## config.mk

```make
export PLATFORM = sky130hd
export DESIGN_NAME = shift_seq_flat
export DESIGN_NICKNAME = d
export VERILOG_FILES = /design/src/rtl/shift_seq_pkg.sv /design/src/rtl/shift_seq_if.sv /design/src/rtl/shift_step.sv /design/src/rtl/shift_seq.sv /design/src/flat_wrapper.sv
export SDC_FILE = /design/constraint.sdc
export NUM_CORES = 1
export LEC_CHECK = 0
export CORE_ASPECT_RATIO = 0.8
export CORE_MARGIN = 1.5
export CORE_UTILIZATION = 55
export CTS_BUF_LIST = sky130_fd_sc_hd__clkbuf_2
export CTS_CLUSTER_SIZE = 14
export DETAILED_ROUTE_END_ITERATION = 16
export PLACE_DENSITY_LB_ADDON = 0.2
export SLEW_MARGIN = 20
export SYNTH_ARGS = -nofsm -noshare
export SYNTH_HDL_FRONTEND = slang
export SYNTH_SLANG_ARGS = --single-unit
```

## constraint.sdc

```tcl
create_clock -name clk -period 3.2 [get_ports clk]
set_input_delay 0.48 -clock clk [delete_from_list [all_inputs] [get_ports clk]]
set_output_delay 0.48 -clock clk [all_outputs]
set_load 0.005 [all_outputs]
```

## src/rtl/shift_seq_pkg.sv

```systemverilog
// Shared encodings, widths and helpers for the shift_seq multi-cycle shifter.
package shift_seq_pkg;

  localparam int WORD = 32;
  localparam int SHW  = 5;

  typedef logic [WORD-1:0] word_t;
  typedef logic [SHW-1:0]  amt_t;

  localparam logic [1:0] SH_SLL = 2'b00;
  localparam logic [1:0] SH_SRL = 2'b01;
  localparam logic [1:0] SH_SRA = 2'b10;

  localparam logic [1:0] ST_IDLE = 2'd0;
  localparam logic [1:0] ST_RUN  = 2'd1;
  localparam logic [1:0] ST_DONE = 2'd2;

  // Only the low SHW bits of rs ever reach the shifter.
  function automatic amt_t sel_amt(input logic src_sel, input amt_t shamt, input word_t rs);
    return src_sel ? rs[SHW-1:0] : shamt;
  endfunction

endpackage

```

## src/rtl/shift_seq_if.sv

```systemverilog
// EX-stage issue/result bundle between the pipeline (master) and shift_seq (slave).
interface shift_seq_if;
  import shift_seq_pkg::*;

  logic       start;
  logic       clr;
  logic [1:0] op;
  logic       src_sel;
  amt_t       shamt;
  word_t      rs;
  word_t      data_in;
  logic       busy;
  logic       done;
  word_t      result;

  modport master (
    output start, clr, op, src_sel, shamt, rs, data_in,
    input  busy, done, result
  );

  modport slave (
    input  start, clr, op, src_sel, shamt, rs, data_in,
    output busy, done, result
  );

endinterface

```

## src/rtl/shift_step.sv

```systemverilog
// Combinational single-step shifter: SLL/SRL/SRA of acc by s, SRA filling with fill.
module shift_step
  import shift_seq_pkg::*;
(
  input  word_t      acc,
  input  amt_t       s,
  input  logic [1:0] op,
  input  logic       fill,
  output word_t      y
);

  localparam word_t ALL_ONES = '1;

  word_t sign_mask;

  assign sign_mask = fill ? ~(ALL_ONES >> s) : '0;

  always_comb begin
    case (op)
      SH_SRL:  y = acc >> s;
      SH_SRA:  y = (acc >> s) | sign_mask;
      default: y = acc << s;
    endcase
  end

endmodule

```

## src/rtl/shift_seq.sv

```systemverilog
// Iterative MIPS shift unit (SLL/SRL/SRA, variable forms), at most STEP bits per RUN cycle.
// Define SHIFT_FAST_EN to replace the iteration with a single full barrel shift.
module shift_seq
  import shift_seq_pkg::*;
#(
  parameter int STEP = 4
) (
  input logic        clk,
  input logic        reset,
  shift_seq_if.slave bus
);

  if (STEP < 1 || STEP > 31) begin : g_bad_step
    $error("shift_seq: STEP must be in 1..31");
  end

  localparam amt_t STEP_S = amt_t'(STEP);

  function automatic amt_t step_amt(input amt_t rem);
    return (rem < STEP_S) ? rem : STEP_S;
  endfunction

  logic [1:0] state_q, state_d;
  logic [1:0] op_q, op_d;
  logic       fill_q, fill_d;
  word_t      acc_q, acc_d;
  amt_t       rem_q, rem_d;
  word_t      result_q, result_d;
  logic       busy_q;
  logic       done_q;

  amt_t       amt;
  amt_t       run_s;
  amt_t       rem_left;

  word_t      st_acc;
  amt_t       st_s;
  logic [1:0] st_op;
  logic       st_fill;
  word_t      st_y;

  assign amt      = sel_amt(bus.src_sel, bus.shamt, bus.rs);
  assign run_s    = step_amt(rem_q);
  assign rem_left = rem_q - run_s;

  // The single shifter serves RUN iterations, or the whole shift at issue in fast mode.
  always_comb begin
    st_acc  = acc_q;
    st_s    = run_s;
    st_op   = op_q;
    st_fill = fill_q;
`ifdef SHIFT_FAST_EN
    if (state_q != ST_RUN) begin
      st_acc  = bus.data_in;
      st_s    = amt;
      st_op   = bus.op;
      st_fill = bus.data_in[WORD-1];
    end
`endif
  end

  shift_step u_step (
    .acc  (st_acc),
    .s    (st_s),
    .op   (st_op),
    .fill (st_fill),
    .y    (st_y)
  );

  always_comb begin
    state_d  = state_q;
    op_d     = op_q;
    fill_d   = fill_q;
    acc_d    = acc_q;
    rem_d    = rem_q;
    result_d = result_q;
    if (bus.clr) begin
      state_d = ST_IDLE;
    end else begin
      case (state_q)
        ST_RUN: begin
          acc_d = st_y;
          rem_d = rem_left;
          if (rem_left == '0) begin
            state_d  = ST_DONE;
            result_d = st_y;
          end
        end
        default: begin
          // IDLE and DONE both accept a new shift; DONE falls back to IDLE otherwise.
          state_d = ST_IDLE;
          if (bus.start) begin
            op_d   = bus.op;
            fill_d = bus.data_in[WORD-1];
`ifdef SHIFT_FAST_EN
            acc_d    = st_y;
            rem_d    = '0;
            state_d  = ST_DONE;
            result_d = st_y;
`else
            acc_d = bus.data_in;
            rem_d = amt;
            if (amt == '0) begin
              state_d  = ST_DONE;
              result_d = bus.data_in;
            end else begin
              state_d = ST_RUN;
            end
`endif
          end
        end
      endcase
    end
  end

  always_ff @(posedge clk) begin
    if (reset) begin
      state_q  <= ST_IDLE;
      op_q     <= SH_SLL;
      fill_q   <= 1'b0;
      acc_q    <= '0;
      rem_q    <= '0;
      result_q <= '0;
      busy_q   <= 1'b0;
      done_q   <= 1'b0;
    end else begin
      state_q  <= state_d;
      op_q     <= op_d;
      fill_q   <= fill_d;
      acc_q    <= acc_d;
      rem_q    <= rem_d;
      result_q <= result_d;
      busy_q   <= (state_d == ST_RUN);
      done_q   <= (state_d == ST_DONE);
    end
  end

  assign bus.busy   = busy_q;
  assign bus.done   = done_q;
  assign bus.result = result_q;

endmodule

```

## src/flat_wrapper.sv

```systemverilog
// flat-port wrapper written by rule: the top's interface ports become plain ports
module shift_seq_flat import shift_seq_pkg::*;
#(
  parameter int STEP = 4
)
  (clk, reset, bus_start, bus_clr, bus_op, bus_src_sel, bus_shamt, bus_rs, bus_data_in, bus_busy, bus_done, bus_result);
  shift_seq_if bus_i ();
  input logic clk;
  input logic reset;
  input wire logic [$bits(bus_i.start)-1:0] bus_start;
  input wire logic [$bits(bus_i.clr)-1:0] bus_clr;
  input wire logic [$bits(bus_i.op)-1:0] bus_op;
  input wire logic [$bits(bus_i.src_sel)-1:0] bus_src_sel;
  input wire logic [$bits(bus_i.shamt)-1:0] bus_shamt;
  input wire logic [$bits(bus_i.rs)-1:0] bus_rs;
  input wire logic [$bits(bus_i.data_in)-1:0] bus_data_in;
  output wire logic [$bits(bus_i.busy)-1:0] bus_busy;
  output wire logic [$bits(bus_i.done)-1:0] bus_done;
  output wire logic [$bits(bus_i.result)-1:0] bus_result;
  assign bus_i.start = bus_start;
  assign bus_i.clr = bus_clr;
  assign bus_i.op = bus_op;
  assign bus_i.src_sel = bus_src_sel;
  assign bus_i.shamt = bus_shamt;
  assign bus_i.rs = bus_rs;
  assign bus_i.data_in = bus_data_in;
  assign bus_busy = bus_i.busy;
  assign bus_done = bus_i.done;
  assign bus_result = bus_i.result;
  shift_seq #(.STEP(STEP)) u_core (.clk(clk), .reset(reset), .bus(bus_i));
endmodule
```

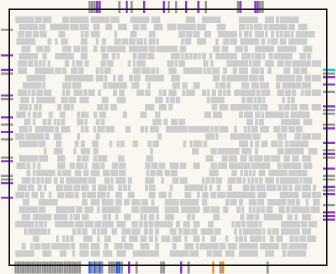
Figure 1: pin placement.
Pins as bars across the die edge, other pins in gray.
[cyan] `reset` | pins: 1 | direction: input | edge: right
[orange] `bus_op` | pins: 2 | direction: input | edge: bottom
[blue] `bus_shamt` | pins: 5 | direction: input | edge: bottom
[purple] `bus_result` | pins: 32 | direction: output | edge: 12 right, 10 top, 8 left, 2 bottom
all pins by edge: 49 bottom, 24 right, 21 top, 16 left

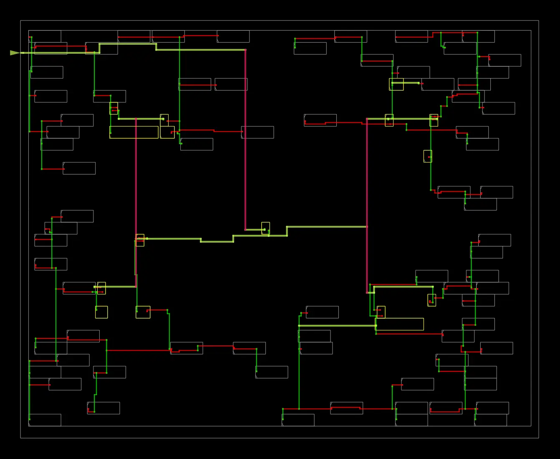
Figure 2: clock routing.
Fin Clk Skew: 0.0386 ns
number of sequential cells in the layout: 76

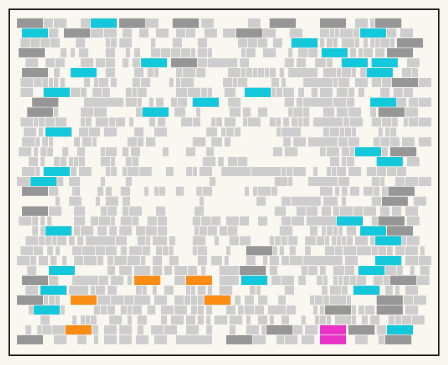
Figure 3: where the registers sit.
[cyan] `u_core.acc_q` | sequential cells: 32 | where: spread over the die
[magenta] `u_core.op_q` | sequential cells: 2
[orange] `u_core.rem_q` | sequential cells: 5
not colored: 37

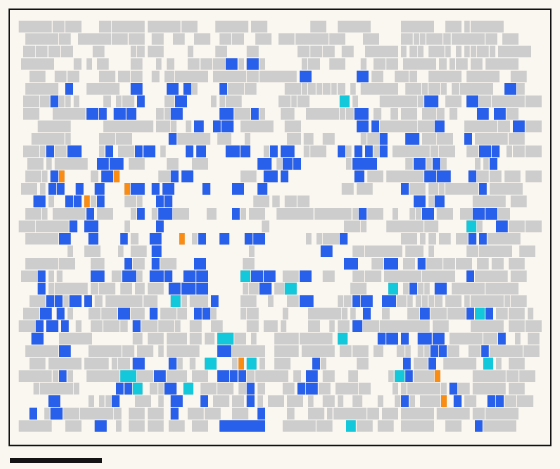
Figure 4: gate-type map.
Scale bar: 20 um.
[cyan] AND and OR gates | cells: 17 | most used: or3_1
[orange] inverters | cells: 8 | most used: inv_1
[blue] inverting AOI/OAI gates | cells: 212 | where: spread over the die

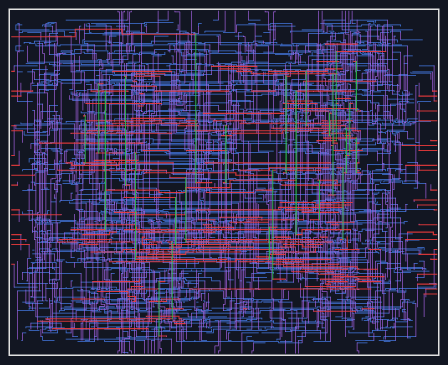
Figure 5: routed metal, one color a layer.
[blue] met1 | wire length: 8610 um
[red] met3 | wire length: 2250 um
[purple] met2 | wire length: 8700 um
[green] met4 | wire length: 515 um

==> notes.md <==
Figures from the implementation reports.

- The total detailed-routing wirelength is 20100 um.
- For met2 alone, demand over resource in global routing was 0.555.
- In this run the number of H-tree levels came out at 3.
- For the final routed database, the setup TNS stands at 0 ns.
- The clock reaches the later pin of the worst-skew pair after 0.59 ns.
- The required time of the critical path reads 3.71 ns.
- Measured on the final layout, the clock distribution area share stands at 0.0211.
- The number of detailed-routing iterations run before antenna repair reads 6.
- The minimum setup slack among reg-to-reg paths is 0.24 ns.
- The average wire per cell in the routed design reads 21.4 um.
- The post-CTS resize count reads 0.
- The most critical hold endpoint after final layout shows a slack of 0.418 ns.
- The top metal layer carrying routed signals is met4.
- The core box area is 10200 um2.
- The arrival time of the worst setup path is 3.47 ns.
- The worst path buffer plus inverter count is 1.
- The post-synthesis async set-or-reset flop share is 0.
- The antenna cell count reads 0.
- The hold path endpoint is u_core.op_q[1]$_SDFFE_PP0P_.
- The combined flip-flop and latch cell area is 1520 um2.
- The number of buffers inserted to repair setup after CTS reads 0.
- The placed wire-length estimate reads 13900 um.
- The final layout report lists a non-clock inverter count of 8.
- The largest driver fanout on the critical path reads 29.
- The depth of the critical timing path with buffers and inverters included is 9.
- The dominant register cell is dfxtp_1.
- The clock transition at the registers of the reported paths reads 0.26 ns.
- The net count after synthesis is 844.
- The first-pass GRT wire length reads 32000 um.
- The startpoint of the lowest-slack hold path is bus_op[1].
- The end-of-flow core utilization reads 0.667.
- The cell depth of the worst min-delay path is 3.
- Looking at the VDD voltage map, the peak drop is 279 uV.
- For this run the aggregate overflow at the end of global routing stands at 0.
- For this run, the detailed router reports a per-instance via density of 6.72.
- Setup repair after global routing left no endpoint under its margin.
- The number of buffers inserted by port buffering is 82.
- In this run the remaining antenna-violating nets after routing total 0.
- The synthesized area per cell is 7.57 um2.
- The final cell count without fillers reads 939.
- The global routing report lists met3 layer usage as 0.0924.
- The synthesis-to-layout area growth reads 18.0%.
- The critical path is of the flip-flop to flip-flop type.
- The stage logs contain a warning count of 56.
- The most instantiated library cell after synthesis reads nand2_1.
- The run finished with clean final reports.
- Measured against its own limit, the worst slew margin works out to 0.482.
- The amount of wire on met3 after detailed routing reads 2250 um.
- Once placement finished, the instance area stood at 6680 um2.
- In the final layout, the fill cell count is 921.
## where the power goes
part / switching, W / leakage (nW) / internal, W
Clock: 0.000390 / 0.0829 / 0.000264
Sequential: 0.000101 / 0.619 / 0.000989
Combinational: 0.000371 / 1.74 / 0.000276
## layout by cell type (no fill, tap or decap), types with 4 or more instances in the layout
cell / Yosys / final
nor4_1: 5 / 5
nor2_1: 62 / 61
o22ai_1: 10 / 10
a211o_1: 4 / 4
a22o_1: 4 / 4
dfxtp_1: 76 / 76
a221oi_1: 12 / 12
a31oi_1: 5 / 5
nand2b_1: 4 / 4
o211ai_1: 10 / 10
o21bai_1: 6 / 6
o21ai_0: 52 / 52
mux4_2: 12 / 12
nand3b_1: 32 / 32
or3_1: 8 / 8
nor2b_1: 5 / 4
nor3_1: 11 / 11
clkbuf_2: 0 / 9
mux2i_1: 40 / 40
a21oi_1: 52 / 52
buf_4: 1 / 33
ha_1: 4 / 4
clkdlybuf4s50_1: 0 / 81
a21boi_0: 4 / 4
a211oi_1: 30 / 30
inv_1: 8 / 8
o31ai_1: 8 / 8
nand2_1: 85 / 85
a221o_1: 4 / 4
a22oi_1: 7 / 7
nand3_1: 19 / 19
a21o_1: 19 / 19
nor3b_1: 19 / 19
## logic make-up after synthesis
group | after synthesis | share of synthesized area
other cells | 2 | 0.00130
compound gates | 254 | 0.294
mux | 54 | 0.120
buf+inv | 105 | 0.0744
simple gates | 269 | 0.239
flops | 76 | 0.263
fa+ha+maj | 4 | 0.00865
## state kept, by name, indices dropped and copies added, names as in the netlist
name / cells
u_core.bus.done: 1
u_core.rem_q: 5
u_core.acc_q: 32
u_core.bus.result: 32
u_core.bus.busy: 1
u_core.op_q: 2
u_core.fill_q: 1
u_core.state_q: 2
Power figures rest on the tool's default switching activity, not on a simulated workload.
